===== src/rtl/logic_op_sequencer.sv =====
// Push-button driven sequencer for the AND/OR/XOR/NOT logic units.
// It debounces the key, captures the operands and hands each result to the display over valid/ready.
module logic_op_sequencer #(
    parameter int DEBOUNCE_CYCLES = 50000
) (
    input  logic       clk,
    input  logic       rst_n,
    input  logic [3:0] sw_x,
    input  logic [3:0] sw_y,
    input  logic       key_n,
    input  logic       res_ready,
    output logic [7:0] result,
    output logic       res_valid,
    output logic [1:0] op_code,
    output logic [3:0] en_op,
    output logic       ovr
);

    // state | meaning
    // IDLE  | waiting for first press, result cleared
    // S_AND | result = x & y
    // S_OR  | result = x | y
    // S_XOR | result = x ^ y
    // S_NOT | result = ~{y,x}

    localparam int CNT_W = (DEBOUNCE_CYCLES > 1) ? $clog2(DEBOUNCE_CYCLES) : 1;

    typedef enum logic [2:0] {IDLE, S_AND, S_OR, S_XOR, S_NOT} state_t;

    state_t             state, state_nx;
    logic               key_m, key_s, key_db;
    logic [CNT_W-1:0]   cnt;
    logic               cnt_tc, press, accept;
    logic [3:0]         xr, yr, opx, opy;
    logic [7:0]         result_nx;
    logic [1:0]         op_nx;
    logic               valid_nx, ovr_nx;

    // Synchronizer and debouncer both reset to the released level so reset never creates a press.
    always_ff @(posedge clk or negedge rst_n) begin
        if (!rst_n) begin
            key_m  <= 1'b1;
            key_s  <= 1'b1;
            key_db <= 1'b1;
            cnt    <= '0;
        end else begin
            key_m <= key_n;
            key_s <= key_m;
            if (key_s == key_db) begin
                cnt <= '0;
            end else if (cnt_tc) begin
                key_db <= key_s;
                cnt    <= '0;
            end else begin
                cnt <= cnt + 1'b1;
            end
        end
    end

    assign cnt_tc = (cnt == CNT_W'(DEBOUNCE_CYCLES - 1));
    assign press  = cnt_tc && (key_s != key_db) && !key_s;
    assign accept = press && (!res_valid || res_ready);

    always_ff @(posedge clk or negedge rst_n) begin
        if (!rst_n) begin
            state     <= IDLE;
            xr        <= '0;
            yr        <= '0;
            result    <= '0;
            op_code   <= '0;
            res_valid <= 1'b0;
            ovr       <= 1'b0;
        end else begin
            state     <= state_nx;
            result    <= result_nx;
            op_code   <= op_nx;
            res_valid <= valid_nx;
            ovr       <= ovr_nx;
            if (accept && state == IDLE) begin
                xr <= sw_x;
                yr <= sw_y;
            end
        end
    end

    always_comb begin
        state_nx = state;
        if (accept) begin
            case (state)
                IDLE:    state_nx = S_AND;
                S_AND:   state_nx = S_OR;
                S_OR:    state_nx = S_XOR;
                S_XOR:   state_nx = S_NOT;
                S_NOT:   state_nx = IDLE;
                default: state_nx = IDLE;
            endcase
        end
    end

    // Leaving IDLE the operand registers are loaded on this same edge, so use the switches directly.
    assign opx = (state == IDLE) ? sw_x : xr;
    assign opy = (state == IDLE) ? sw_y : yr;

    always_comb begin
        result_nx = result;
        op_nx     = op_code;
        valid_nx  = res_valid;
        ovr_nx    = ovr | (press && res_valid && !res_ready);
        en_op     = 4'b0000;
        if (accept) begin
            valid_nx = (state_nx != IDLE);
            case (state_nx)
                S_AND:   begin result_nx = {4'h0, opx & opy}; op_nx = 2'd0; end
                S_OR:    begin result_nx = {4'h0, opx | opy}; op_nx = 2'd1; end
                S_XOR:   begin result_nx = {4'h0, opx ^ opy}; op_nx = 2'd2; end
                S_NOT:   begin result_nx = ~{opy, opx};       op_nx = 2'd3; end
                default: begin result_nx = 8'h00;             op_nx = 2'd0; end
            endcase
        end else if (res_valid && res_ready) begin
            valid_nx = 1'b0;
        end
        case (state)
            S_AND:   en_op = 4'b0001;
            S_OR:    en_op = 4'b0010;
            S_XOR:   en_op = 4'b0100;
            S_NOT:   en_op = 4'b1000;
            default: en_op = 4'b0000;
        endcase
    end

endmodule


===== config.mk =====
export PLATFORM = sky130hd
export DESIGN_NAME = logic_op_sequencer
export DESIGN_NICKNAME = d
export VERILOG_FILES = /design/src/rtl/logic_op_sequencer.sv
export SDC_FILE = /design/constraint.sdc
export NUM_CORES = 1
export LEC_CHECK = 0
export CAP_MARGIN = 20
export CORE_UTILIZATION = 28
export CTS_BUF_LIST = sky130_fd_sc_hd__clkbuf_8
export DETAILED_ROUTE_END_ITERATION = 12
export PLACE_DENSITY = 0.52
export SLEW_MARGIN = 40
export SYNTH_ARGS = -nofsm -noshare
export SYNTH_HDL_FRONTEND = slang
export SYNTH_SLANG_ARGS = --single-unit

===== constraint.sdc =====
create_clock -name clk -period 3.95 [get_ports clk]
set_input_delay 0.79 -clock clk [delete_from_list [all_inputs] [get_ports clk]]
set_output_delay 0.79 -clock clk [all_outputs]
set_load 0.02 [all_outputs]

==> GITHUB_STEP_SUMMARY <==
## Synthesis and layout report

| Metric | Value |
|---|---|
| Clk buf depth | 2 |
| CTS tree | yes |
| Register clock-pin slew on the reported worst setup and hold paths | ~0.090 ns |
| Minimum clock period | 3.06 ns |
| Critical Path End Type | output pin |
| Top-count cell post-synth | dfrtp_1 |
| Max_slew headroom | 0.533 |
| Hold Crit Depth | 0 |
| 1st-iter DRT viols | 31 |
| Ys cells | between 200 and 250 |
| Worst IR Drop VDD | 0.121 mV |
| Final Hold Violation Tally | 0 |
| Arr. time, crit path | ~2.3 ns |
| Num CTS Buffers | 5 |
| Status | complete, no violations |
| Hold EP | key_s$_DFF_PN1_ |
| PortBufs | 27 |
| Sw power | around 0.00017 W |
| Main area contributors | dfrtp_1 44%, mux2_2 9.6%, xnor2_1 5.1% |
| Post-synthesis register bit count | 42 |
| Top cell area share | 0.439 |
| Worst Reg2Reg Path Length in Cells | 9 |
| Vias | approximately 1600 |
| Initial antenna violation count | 0 |
| Fin. max-slew vios | 0 |
| GRT Resource Usage Total | 0.117 |
| Origin of the critical flop-to-flop path | state[1]$_DFF_PN0_ |
| Post-CTS Hold Fix Bufs | 0 |
| Tightest Pin Transition | 0.701 ns |
| Global-route wire length before repair | 7690 um |
| Gate power share | 0.037 |
| DRC viols | 0 |
| Die height | roughly 91 um |
| Vias in the first global route | about 1600 |
| Final period util | 0.775 |
| Top-Level Pins | 28 |
| Total routed wirelength | approximately 4400 um |
| Hold Path Class | flip-flop to flip-flop |
| Mapped cell area | approximately 2200 um2 |
| Sw Share | 0.229 |
| Hold_sp | key_m$_DFF_PN1_ |
| Net count, final | about 250 |
| Pwr Total | around 0.00076 W |
| Share of cells above drive strength 1 | 0.176 |
| End of the worst register-to-register path | result[1]$_DFFE_PN0N_ |
| Mapped Avg Cell Area | 10.9 um2 |
| Fin cells | about 340 |
| Max-capacitance violation count | 0 |
| Die area | 8300 um2 |
| Yosys Chip Area | between 2000 and 2500 um2 |
| Synth warn | 0 |
| Antenna-violating nets left | 0 |
| Syn-to-layout area delta | 20.7% |
| Clock power share | 0.390 |
| CTS H-tree depth | 2 |
| Largest net degree at the start of global routing | around 43 |
| Log Warnings | 30 |
| RePlAce Congestion | between 0.7 and 0.8 |
| Leak | ~1.2 nW |
| Largest area contributor in the netlist | dfrtp_1 |
| Post-CTS Resized | 0 |
| Setup Viol. Count Final | 0 |
| Via density | ~4.7 |
| Power share of the sequential group | 0.573 |
| Postcts setup bufs | 0 |
| Post-synth top flop | dfrtp_1 |
| Ys async rst share | 1.00 |
| Post-synth EDFFs | 0 |
| Worst setup SP type | flip-flop |
| Post-DP HPWL | 3150 um |
| P per Cell Area | approximately 280 nW/um2 |
| Internal | a little under 0.0006 W |
| Worst setup endpoint | en_op[2] |
| Internal reg-to-reg setup slack | between 1 and 1.5 ns |
| Total negative setup slack | 0 ns |
| Synth Seq Share | 0.474 |
| Netlist cell types | 36 |
| Path type of the worst setup path | flip-flop to output pin |
| CP Max Fanout | 16 |
| Ant diodes | 0 |
| CTS Sinks | roughly 42 |
| Synth Instances | ~200 |
| Drt first pass iters | 4 |
| Setup crit start | state[1]$_DFF_PN0_ |
| Commonest cells in the netlist | 39 x dfrtp_1, 23 x nor2_1, 19 x mux2_2, 16 x inv_1, 13 x xnor2_1 |
| Latest clock arrival within the worst-skew pair | between 0.2 and 0.3 ns |
| Wire per inst | between 10 and 15 um |
| Fmax | between 300 and 400 MHz |
| RSZ-0062 raised after global routing | no |
| DIE WIDTH | between 90 and 100 um |
==> power groups by stage <==
stage / clock network (W) / logic (W) / registers, W
after detailed placement: 0 / 0.0000297 / 0.000445
after floorplan: 0 / 0.00000758 / 0.000445
after CTS: 0.000309 / 0.0000298 / 0.000437
final: 0.000297 / 0.0000282 / 0.000437
after global placement: 0 / 0.0000296 / 0.000445
after global routing: 0.000327 / 0.0000322 / 0.000437
==> cells by family after synthesis <==
logic type      synth area share
mux                        0.132
xor+xnor                  0.0552
compound gates            0.0867
flops                      0.474
buf+inv                   0.0456
fa+ha+maj                 0.0506
simple gates               0.155
==> per-stage QoR <==
step / utilization / setup slack, ns / hold WS [ns] / instance area, um2
2_1_floorplan: - / 1.79 / 0.345 / 2220
3_3_place_gp: 0.336 / 1.10 / 0.348 / 2580
3_5_place_dp: 0.336 / 1.03 / 0.349 / 2580
4_1_cts: 0.349 / 0.878 / 0.361 / 2680
5_1_grt: 0.349 / 0.726 / 0.367 / 2680
6_report: 0.349 / 0.888 / 0.359 / 2680
==> cell type report <==
type | count | area, um2
Fill cell | 809 | 5000
Inverter | 16 | 60.1
Timing Repair Buffer | 28 | 275
Clock buffer | 6 | 82.6
Tap cell | 102 | 128
Sequential cell | 42 | 1050
Clock inverter | 2 | 12.5
Multi-Input combinational cell | 139 | 1070
==> sequential cells by signal (all words and copies together), names as in the netlist <==
| register | cells |
|---|---|
| key_s | 1 |
| op_code | 2 |
| ovr | 1 |
| result | 8 |
| xr | 4 |
| state | 3 |
| yr | 4 |
| key_m | 1 |
| key_db | 1 |
| res_valid | 1 |
| cnt | 16 |
==> layer usage <==
layer	track usage	part of all wire	vias up
met5	0	0	-
met4	0.0344	0.013	0
met1	0.148	0.47	754
li1	-	-	778
met3	0.0268	0.031	6
met2	0.199	0.48	24
==> critical path, stage by stage, from the launching register on <==
cell and delay, ns:
dfrtp_1 0.69, inv_1 0.17, nor2_1 0.42, clkdlybuf4s50_1 0.70
==> placed cells by master (no fill, tap or decap), types with 2 or more instances in the layout <==
| cell | Yosys | routed |
|---|---|---|
| nand4_1 | 3 | 3 |
| xnor2_1 | 13 | 13 |
| clkdlybuf4s50_1 | 0 | 26 |
| nor2b_1 | 6 | 6 |
| nand2_1 | 5 | 5 |
| nor4_1 | 7 | 7 |
| inv_1 | 16 | 16 |
| nand2b_1 | 2 | 2 |
| dfstp_2 | 3 | 3 |
| a31o_2 | 4 | 4 |
| nor3_1 | 7 | 7 |
| a211oi_1 | 8 | 8 |
| nor2_1 | 23 | 22 |
| o21ai_0 | 2 | 2 |
| clkbuf_8 | 0 | 6 |
| mux2i_1 | 8 | 8 |
| ha_1 | 9 | 9 |
| o21a_1 | 4 | 4 |
| buf_4 | 1 | 2 |
| nand3_1 | 6 | 6 |
| dfrtp_1 | 39 | 39 |
| mux2_2 | 19 | 19 |
**Cell density map**

9 x 9 tiles, from black (low) to pale yellow (high), 0 to 100% covered.
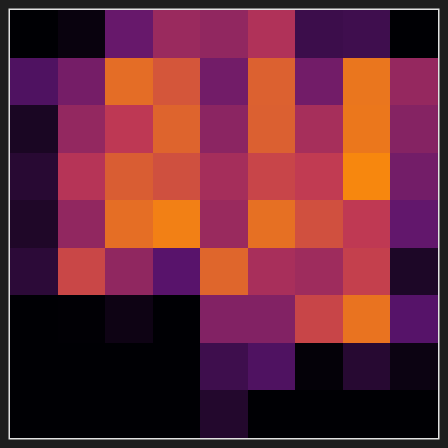
emptiest ninth of the die: south-west
fullest tile: 74%
mean over tiles: 31%
nearly empty tiles: 22%
post-layout util: 0.349
FP Core Util: 0.289
Core Footprint: 7690 um2

**Signal wires by layer**

The bar under the picture is 20 um long. Only two layers are drawn.
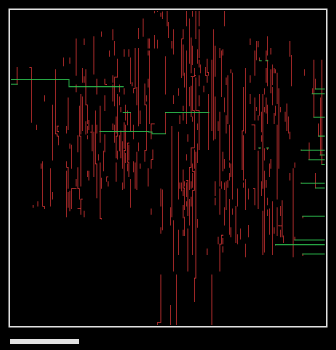
legend:
  green:
    layer: M3
    wire_length: 138 um
  red:
    layer: M2
    wire_length: 2150 um

**Where the registers sit**

The bar under the picture is 20 um long. Other sequential cells in the stronger grey, the rest of the logic in the fainter grey.
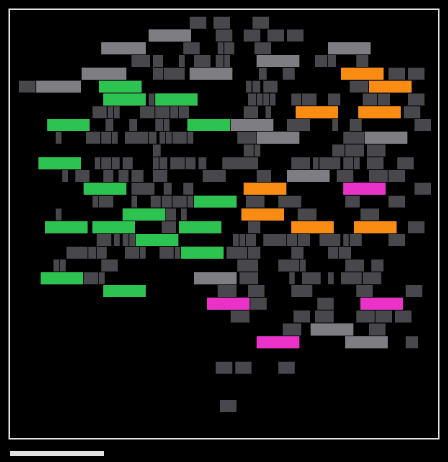
legend:
  green:
    name_in_the_netlist: cnt
    flops: 16
  orange:
    name_in_the_netlist: result
    flops: 8
  magenta:
    name_in_the_netlist: yr
    flops: 4

**Cells coloured by class**

The bar under the picture is 20 um long. Fill, decap, tap and diode cells in grey.
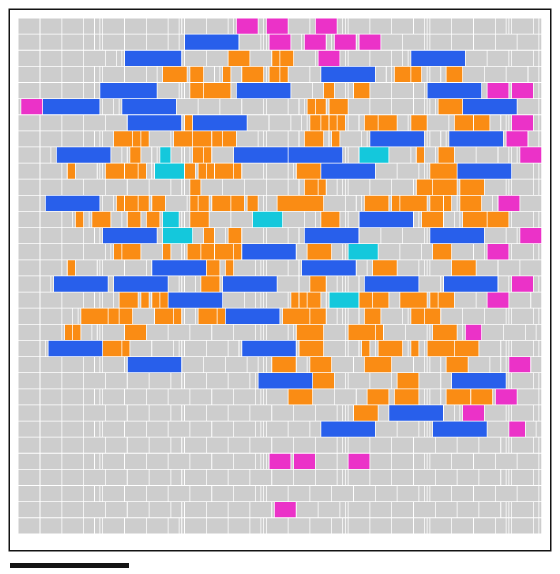
legend:
  orange:
    class: remaining logic cells
    cells: 155
    share_of_their_area: 44%
  blue:
    class: registers
    cells: 42
    share_of_their_area: 41%
  cyan:
    class: clock drivers and dummy loads
    cells: 8
    share_of_their_area: 3.7%
  magenta:
    class: remaining buffers and delay cells
    cells: 28
    share_of_their_area: 11%
# rows: 32
flop share of the area: 0.393
fin area: 2680 um2

No activity file was given, so power comes from the tool's default toggle rates.
